### config.mk
export PLATFORM = sky130hd
export DESIGN_NAME = uart_rx_frame
export DESIGN_NICKNAME = d
export VERILOG_FILES = /design/src/rtl/uart_pkg.sv /design/src/rtl/baudgen_rx.sv /design/src/rtl/uart_rx_frame.sv
export SDC_FILE = /design/constraint.sdc
export NUM_CORES = 1
export LEC_CHECK = 0
export CELL_PAD_IN_SITES_DETAIL_PLACEMENT = 2
export CELL_PAD_IN_SITES_GLOBAL_PLACEMENT = 2
export CORE_MARGIN = 1
export CORE_UTILIZATION = 37
export DETAILED_ROUTE_END_ITERATION = 7
export PLACE_DENSITY_LB_ADDON = 0.05
export SLEW_MARGIN = 20
export SYNTH_ARGS = -nofsm -noshare
export SYNTH_HDL_FRONTEND = slang
export SYNTH_SLANG_ARGS = --single-unit
export TNS_END_PERCENT = 100
### constraint.sdc
create_clock -name clk -period 2.3 [get_ports clk]
set_input_delay 0.46 -clock clk [delete_from_list [all_inputs] [get_ports clk]]
set_output_delay 0.46 -clock clk [all_outputs]
set_load 0.02 [all_outputs]
### src/rtl/uart_pkg.sv
// Shared UART definitions: receive FSM state encoding and default bit timing.
package uart_pkg;

    // clk cycles per bit at the board's nominal clock and line rate
    localparam int DEFAULT_BAUD_DIV = 1250;

    typedef enum logic [2:0] {
        ST_IDLE  = 3'd0,
        ST_START = 3'd1,
        ST_DATA  = 3'd2,
        ST_STOP  = 3'd3,
        ST_BREAK = 3'd4
    } rx_state_t;

    // The bit-timing generator runs only while a frame is being sampled; it
    // stays off in IDLE and BREAK so every new frame re-aligns to its own edge.
    function automatic logic baud_enable(input rx_state_t state);
        return (state == ST_START) || (state == ST_DATA) || (state == ST_STOP);
    endfunction

endpackage

### src/rtl/baudgen_rx.sv
// Receive-side bit-timing generator: while enabled, emits a one-cycle strobe
// half a bit after enable and every BAUD_DIV cycles thereafter.
module baudgen_rx
    import uart_pkg::*;
#(
    parameter int BAUD_DIV = DEFAULT_BAUD_DIV
) (
    input  logic rst,
    input  logic clk,
    input  logic baud_clk_en,
    output logic baud_clk
);

    localparam int               CNT_W = (BAUD_DIV > 1) ? $clog2(BAUD_DIV) : 1;
    localparam logic [CNT_W-1:0] LAST  = CNT_W'(BAUD_DIV - 1);
    // Strobe one cycle before the half-bit point; the framer's synchroniser
    // adds the remaining latency so sampling lands close to mid-bit.
    localparam logic [CNT_W-1:0] MID   = CNT_W'(BAUD_DIV / 2 - 1);

    logic [CNT_W-1:0] r_cnt;

    // Bit-period counter, held at zero while disabled so enable re-arms it.
    always_ff @(posedge clk) begin
        if (rst || !baud_clk_en) begin
            r_cnt <= '0;
        end else if (r_cnt == LAST) begin
            r_cnt <= '0;
        end else begin
            r_cnt <= r_cnt + CNT_W'(1);
        end
    end

    assign baud_clk = baud_clk_en && (r_cnt == MID);

endmodule

### src/rtl/uart_rx_frame.sv
// UART receive framer: synchronises rxd, finds the start edge, samples
// start/data/stop bits on the baud strobe and hands each byte to a
// valid/ready consumer, flagging bad stop bits and overruns.
module uart_rx_frame
    import uart_pkg::*;
#(
    parameter int BAUD_DIV    = DEFAULT_BAUD_DIV,
    parameter int DATA_BITS   = 8,
    parameter int SYNC_STAGES = 2
) (
    input  logic                 clk,
    input  logic                 rst,
    input  logic                 rxd,
    output logic [DATA_BITS-1:0] rx_data,
    output logic                 rx_valid,
    input  logic                 rx_ready,
    output logic                 frame_err,
    output logic                 overrun_err,
    output logic                 busy
);

    localparam int               CNT_W    = $clog2(DATA_BITS + 1);
    localparam logic [CNT_W-1:0] LAST_BIT = CNT_W'(DATA_BITS - 1);

    // Line synchroniser and edge detect
    logic [SYNC_STAGES-1:0] r_sync;
    logic                   r_rxs_d;
    logic                   w_rxs;
    logic                   w_fall;

    // FSM
    rx_state_t              r_state;
    rx_state_t              w_state_next;

    // Datapath
    logic [DATA_BITS-1:0]   r_shift;
    logic [CNT_W-1:0]       r_bit_cnt;
    logic [DATA_BITS-1:0]   r_rx_data;
    logic                   r_rx_valid;
    logic                   r_frame_err;
    logic                   r_overrun_err;

    // Decoded controls
    logic                   w_baud_clk_en;
    logic                   w_baud_clk;
    logic                   w_cnt_clr;
    logic                   w_shift_en;
    logic                   w_good_stop;
    logic                   w_bad_stop;
    logic                   w_load;
    logic                   w_overrun;

    // ------------------------------------------------------------------
    // Bit-timing generator, gated by the FSM
    // ------------------------------------------------------------------
    assign w_baud_clk_en = baud_enable(r_state);

    baudgen_rx #(
        .BAUD_DIV (BAUD_DIV)
    ) u_baudgen_rx (
        .rst         (rst),
        .clk         (clk),
        .baud_clk_en (w_baud_clk_en),
        .baud_clk    (w_baud_clk)
    );

    // ------------------------------------------------------------------
    // Synchroniser: resets to the idle-high line level so no false start
    // edge appears when reset is released.
    // ------------------------------------------------------------------
    // Shift rxd through the synchroniser and keep a delayed copy for edge detect.
    always_ff @(posedge clk) begin
        // NOTE: every register here is updated with <= so all flops sample
        // the pre-edge values; a blocking = would let a later stage see the
        // freshly written earlier stage and collapse the chain.
        if (rst) begin
            r_sync  <= '1;
            r_rxs_d <= 1'b1;
        end else begin
            r_sync  <= {r_sync[SYNC_STAGES-2:0], rxd};
            r_rxs_d <= w_rxs;
        end
    end

    assign w_rxs  = r_sync[SYNC_STAGES-1];
    assign w_fall = r_rxs_d && !w_rxs;

    // ------------------------------------------------------------------
    // Receive FSM
    // ------------------------------------------------------------------
    // State register.
    always_ff @(posedge clk) begin
        if (rst) begin
            r_state <= ST_IDLE;
        end else begin
            r_state <= w_state_next;
        end
    end

    // Next-state and per-strobe datapath controls.
    always_comb begin
        // NOTE: every output of this block gets a default before the case so
        // no path leaves a signal unassigned, which would infer a latch.
        w_state_next = r_state;
        w_cnt_clr    = 1'b0;
        w_shift_en   = 1'b0;
        w_good_stop  = 1'b0;
        w_bad_stop   = 1'b0;

        case (r_state)
            ST_IDLE: begin
                if (w_fall) begin
                    w_state_next = ST_START;
                end
            end

            ST_START: begin
                if (w_baud_clk) begin
                    if (w_rxs) begin
                        // Line back high at mid start bit: glitch, ignore it.
                        w_state_next = ST_IDLE;
                    end else begin
                        w_state_next = ST_DATA;
                        w_cnt_clr    = 1'b1;
                    end
                end
            end

            ST_DATA: begin
                if (w_baud_clk) begin
                    w_shift_en = 1'b1;
                    if (r_bit_cnt == LAST_BIT) begin
                        w_state_next = ST_STOP;
                    end
                end
            end

            ST_STOP: begin
                if (w_baud_clk) begin
                    if (w_rxs) begin
                        w_good_stop  = 1'b1;
                        w_state_next = ST_IDLE;
                    end else begin
                        w_bad_stop   = 1'b1;
                        w_state_next = ST_BREAK;
                    end
                end
            end

            ST_BREAK: begin
                // Wait out a held-low line without re-flagging it.
                if (w_rxs) begin
                    w_state_next = ST_IDLE;
                end
            end

            default: begin
                w_state_next = ST_IDLE;
            end
        endcase
    end

    // A good frame is taken if the holding register is empty or being
    // drained in this same cycle; otherwise the new byte is dropped.
    assign w_load    = w_good_stop && (!r_rx_valid || rx_ready);
    assign w_overrun = w_good_stop && r_rx_valid && !rx_ready;

    // ------------------------------------------------------------------
    // Shift register and bit counter
    // ------------------------------------------------------------------
    // Shift each data bit in at the MSB so the first (LSB) bit ends at bit 0.
    always_ff @(posedge clk) begin
        if (rst) begin
            r_shift   <= '0;
            r_bit_cnt <= '0;
        end else if (w_cnt_clr) begin
            r_bit_cnt <= '0;
        end else if (w_shift_en) begin
            r_shift   <= {w_rxs, r_shift[DATA_BITS-1:1]};
            r_bit_cnt <= r_bit_cnt + CNT_W'(1);
        end
    end

    // ------------------------------------------------------------------
    // Holding register and error pulses
    // ------------------------------------------------------------------
    // Present a received byte until accepted; a reset drops any held byte.
    always_ff @(posedge clk) begin
        // NOTE: the data register is reset as well as the valid flag because
        // rx_data is visible at the port and must read 0 out of reset; a
        // register whose value only matters while a valid flag is set would
        // not need it.
        if (rst) begin
            r_rx_data  <= '0;
            r_rx_valid <= 1'b0;
        end else if (w_load) begin
            r_rx_data  <= r_shift;
            r_rx_valid <= 1'b1;
        end else if (r_rx_valid && rx_ready) begin
            r_rx_valid <= 1'b0;
        end
    end

    // Register the error pulses so they line up with the rx_valid rise.
    always_ff @(posedge clk) begin
        if (rst) begin
            r_frame_err   <= 1'b0;
            r_overrun_err <= 1'b0;
        end else begin
            r_frame_err   <= w_bad_stop;
            r_overrun_err <= w_overrun;
        end
    end

    assign rx_data     = r_rx_data;
    assign rx_valid    = r_rx_valid;
    assign frame_err   = r_frame_err;
    assign overrun_err = r_overrun_err;
    assign busy        = (r_state != ST_IDLE);

endmodule

Run 1, metal 3:
The bar under the picture is 20 µm long. Cells faint in the background.
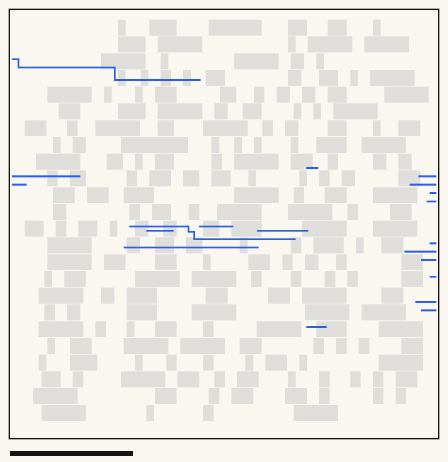
The layer carries 142 µm of wire. The wires run mostly horizontal.

Run 1, gate-type map:
The bar under the picture is 20 µm long.
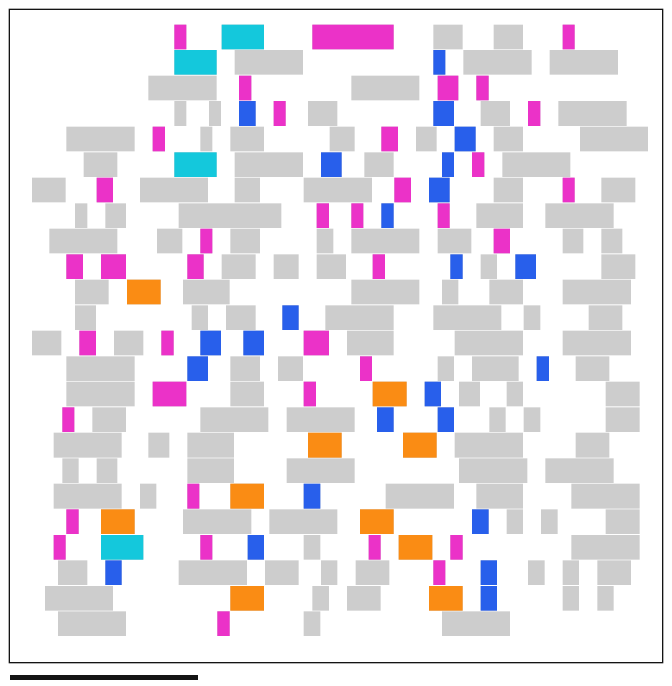
Key: cyan = adder and majority cells [cells 4, most used ha_1]; orange = multiplexers [cells 10, most used mux2i_1]; magenta = NOR gates [cells 38, most used nor2_1, where widely spread]; blue = NAND gates [cells 24, most used nand3_1]

Run 1, signal wires on met1:
The bar under the picture is 20 µm long. Supply wires on this layer in gray.
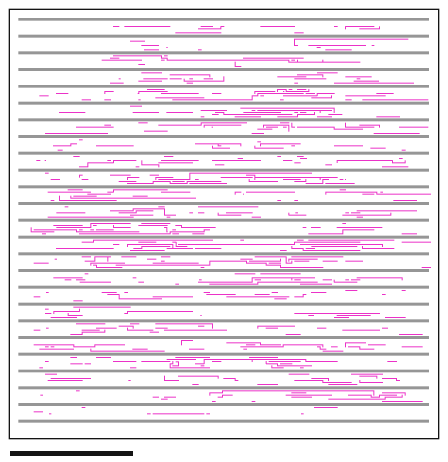
The layer carries 1860 µm of wire. 189 nets have wire on it. The longest straight run is 24.6 µm. The layer holds 46% of the routed length. The wires run mostly horizontal.

==> flow_summary_export.csv, run 1 <==
group,metric,value,unit
floorplan,core_area,0.00435,mm²
synthesis,yosysTopAreaCellShare,47.5,%
critical_path,cp-start-kind,"flop",
timing,setup_viol,0,
clock_tree,clk-insertion-delay-late,0.29,ns
route,drt-pass1-iter-count,4,
cells_and_area,final_cells,249,
clock_tree,numCtsBuffers,5,
global_routing,grt_pass1_wl,7160,µm
route,wl_met2,1990,µm
worst_hold_path,min_to,"r_sync[1]$_SDFF_PP1_",
global_routing,top_usage_layer,"met2",
cells_and_area,comb_area,815,µm²
timing,finalClockSkew,0.00736,ns
synthesis,adder_share,2.97,%
synthesis,ys_area,0.00169,mm²
clock_tree,root_buffer,"clkbuf_8",
global_routing,antenna_found_initial,0,
timing,tns,0,ns
synthesis,syn_area_per_cell,9.32,µm²
floorplan,die_w,69.5,µm
timing,hold_ws,0.419,ns
route,top_layer_used,"met4",
critical_path,end_kind,"output pin",
synthesis,synth-main-ff-cell,"dfxtp_1",
synthesis,area_leaders,"dfxtp_1 (47%), mux2i_1 (5.9%), nor2_1 (5.8%)",
clock_tree,cts_tree,"done",
cells_and_area,seq_share,40.2,%
route,drcViolationCount,0,
pwr,pwr-share-clk,46.0,%
clock_tree,path_clk_slew,0.08,ns
timing,drv_slew,0,
pwr,p_leak,0.671,nW
outcome,outcome,"completed",
clock_tree,cts_sinks,40,
synthesis,async_flop_share,0,%
cells_and_area,final_cell_mix,"dfxtp_1 (40), nor2_1 (26), clkdlybuf4s50_1 (15)",
synthesis,topCombFamilyByArea,"simple AND/OR/NAND/NOR gates",
route,vias_per_cell,5.31,
route,wl_met1,1860,µm
timing,fmax,475,MHz
synthesis,fp_nets,189,
route,drt.antenna.violating_nets,0,
cells_and_area,nNonClkBuffers,18,
pwr,p_per_area,681,mW/mm²
flow_run,tool_warnings,28,
critical_path,reg2reg_from,"u_baudgen_rx.r_cnt[4]$_SDFF_PP0_",
synthesis,synth_area,0.00169,mm²
cells_and_area,clkbuf_count,7,
placed_design,placed_cells,241,
global_routing,grtUsageTotal,18.9,%
placed_design,placed_area,0.00187,mm²
==> run 2: changes to the inputs <==
--- a/config.mk
+++ b/config.mk
@@ -11,7 +11,6 @@
 export CORE_UTILIZATION = 37
 export DETAILED_ROUTE_END_ITERATION = 7
 export PLACE_DENSITY_LB_ADDON = 0.05
-export SLEW_MARGIN = 20
 export SYNTH_ARGS = -nofsm -noshare
 export SYNTH_HDL_FRONTEND = slang
 export SYNTH_SLANG_ARGS = --single-unit
Run 2, gate-type map:
The bar under the picture is 20 µm long.
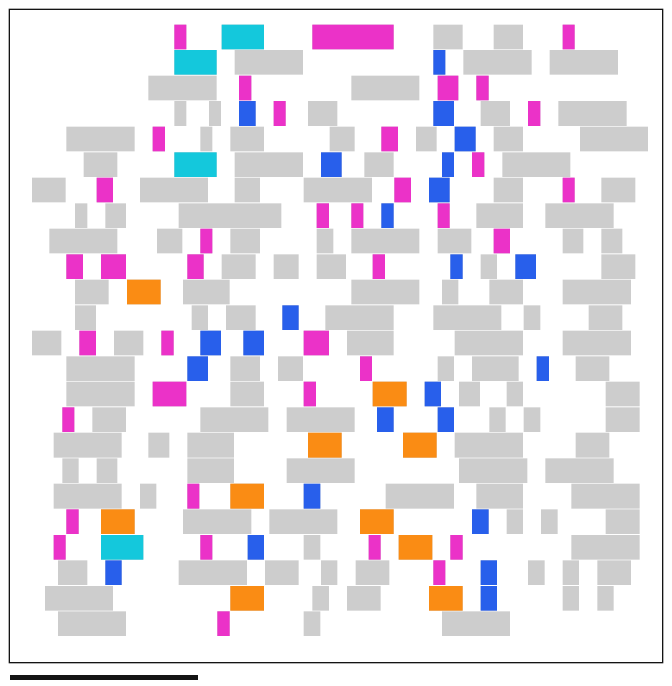
Key: orange = multiplexers [cells 10, most used mux2i_1]; magenta = NOR gates [cells 38, most used nor2_1, where widely spread]; cyan = adder and majority cells [cells 4, most used ha_1]; blue = NAND gates [cells 24, most used nand3_1]

==> run 2 against run 1 <==
Effect of this change: routed wire length hardly changed; die area stayed put; clock skew stayed put; global-route usage stayed put; utilization stayed put; total power hardly changed; sequential power hardly changed; maximum frequency stayed put; setup slack stayed put; flip-flop count stayed put; sequential share of layout area stayed put; critical path type unchanged; largest power group unchanged; highest routed layer unchanged.
==> flow_summary_export.csv, run 2 <==
group,metric,value,unit
clock_tree,root_buffer,"clkbuf_8",
route,wl_met1,1860,µm
global_routing,grt_pass1_vias,1449,
global_routing,top_usage_layer,"met2",
critical_path,cp-start-kind,"flop",
synthesis,synth_area,0.00169,mm²
clock_tree,htreeDepth,2,
placed_design,place_hpwl,2890,µm
synthesis,ys_area,0.00169,mm²
route,vias_per_cell,5.31,
cells_and_area,ff_count,40,
synthesis,ys_top_cells_by_count,"dfxtp_1 (40), nor2_1 (26), a21oi_1 (11), nand3_1 (11)",
cells_and_area,largest_reg_flops,11,
floorplan,die-height,69.5,µm
cells_and_area,num-nonclk-inverters,4,
pwr,pwr-share-clk,46.0,%
global_routing,antenna_found_initial,0,
cells_and_area,nNonClkBuffers,18,
worst_hold_path,min_to,"r_sync[1]$_SDFF_PP1_",
synthesis,postSynthCellCount,181,
synthesis,synth.distinct_cells,34,
timing,fmax,475,MHz
route,wl_met2,1990,µm
clock_tree,numCtsBuffers,5,
pwr,power.share.switching,19.6,%
flow_run,cap_viol_max_count,0,
timing,slew_headroom,18.2,%
critical_path,crit_family,"buffers and inverters",
clock_tree,cts_buffer_depth,2,
flow_run,tool_warnings,28,
timing,finalClockSkew,0.00736,ns
floorplan,die_w,69.5,µm
floorplan,num_rows,24,
timing,setup_viol,0,
synthesis,adder_share,2.97,%
pwr,p_per_area,681,mW/mm²
timing,hold_ws,0.419,ns
critical_path,reg2reg_slack,0.27,ns
timing,hold_viol_final,0,
synthesis,yosysTopAreaCellShare,47.5,%
synthesis,synth_seq_share,47.5,%
outcome,outcome,"completed",
route,drcViolationCount,0,
clock_tree,clk-insertion-delay-late,0.29,ns
clock_tree,cts_sinks,40,
cells_and_area,seq_share,40.2,%
global_routing,grt_pass1_wl,7160,µm
cells_and_area,comb_area,815,µm²
cells_and_area,clkbuf_count,7,
global_routing,grtUsageTotal,18.9,%
floorplan,tap_cells,52,
pwr,p_leak,0.671,nW
worst_hold_path,min-delay-start,"r_sync[0]$_SDFF_PP1_",
synthesis,fp_nets,189,
global_routing,use_met1,23.3,%
synthesis,yosysCellCount,181,
route,drt-initial-drc-count,38,
clock_tree,cts_tree,"done",
clock_tree,cts_setup_buffers,0,
route,drt-pass1-iter-count,4,
placed_design,place.gp.congestion,0.726,
synthesis,syn_area_per_cell,9.32,µm²
cells_and_area,final_cells,249,
synthesis,topCombFamilyByArea,"simple AND/OR/NAND/NOR gates",
critical_path,reg2reg_from,"u_baudgen_rx.r_cnt[3]$_SDFF_PP0_",
pwr,p_seq_share,51.6,%
timing,drv_slew,0,
cells_and_area,final_cell_mix,"dfxtp_1 (40), nor2_1 (26), clkdlybuf4s50_1 (15)",
synthesis,area_leaders,"dfxtp_1 (47%), mux2i_1 (5.9%), nor2_1 (5.8%)",
pwr,p_comb,0.0000330,W
floorplan,die-area,0.00483,mm²
timing,tns,0,ns
placed_design,placed_area,0.00187,mm²
placed_design,placed_cells,241,
clock_tree,path_clk_slew,0.08,ns
synthesis,top_area_cell,"dfxtp_1",
timing,rsz0062_at_grt,"no",
synthesis,async_flop_share,0,%
route,drt.antenna.violating_nets,0,
pwr,irDropWorstVdd,335,µV
route,top_layer_used,"met4",
floorplan,core_area,0.00435,mm²
synthesis,synth_warnings,0,
floorplan,fp-utilization,38.7,%
critical_path,end_kind,"output pin",
synthesis,synth-main-ff-cell,"dfxtp_1",
Run 2, track usage over the die:
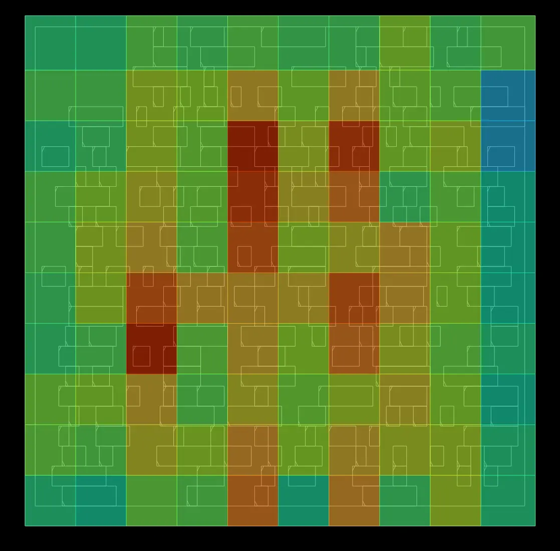
post-layout util: 45.8%
routed len/inst: 16.2 µm

Power figures rest on the tool's default switching activity, not on a simulated workload.
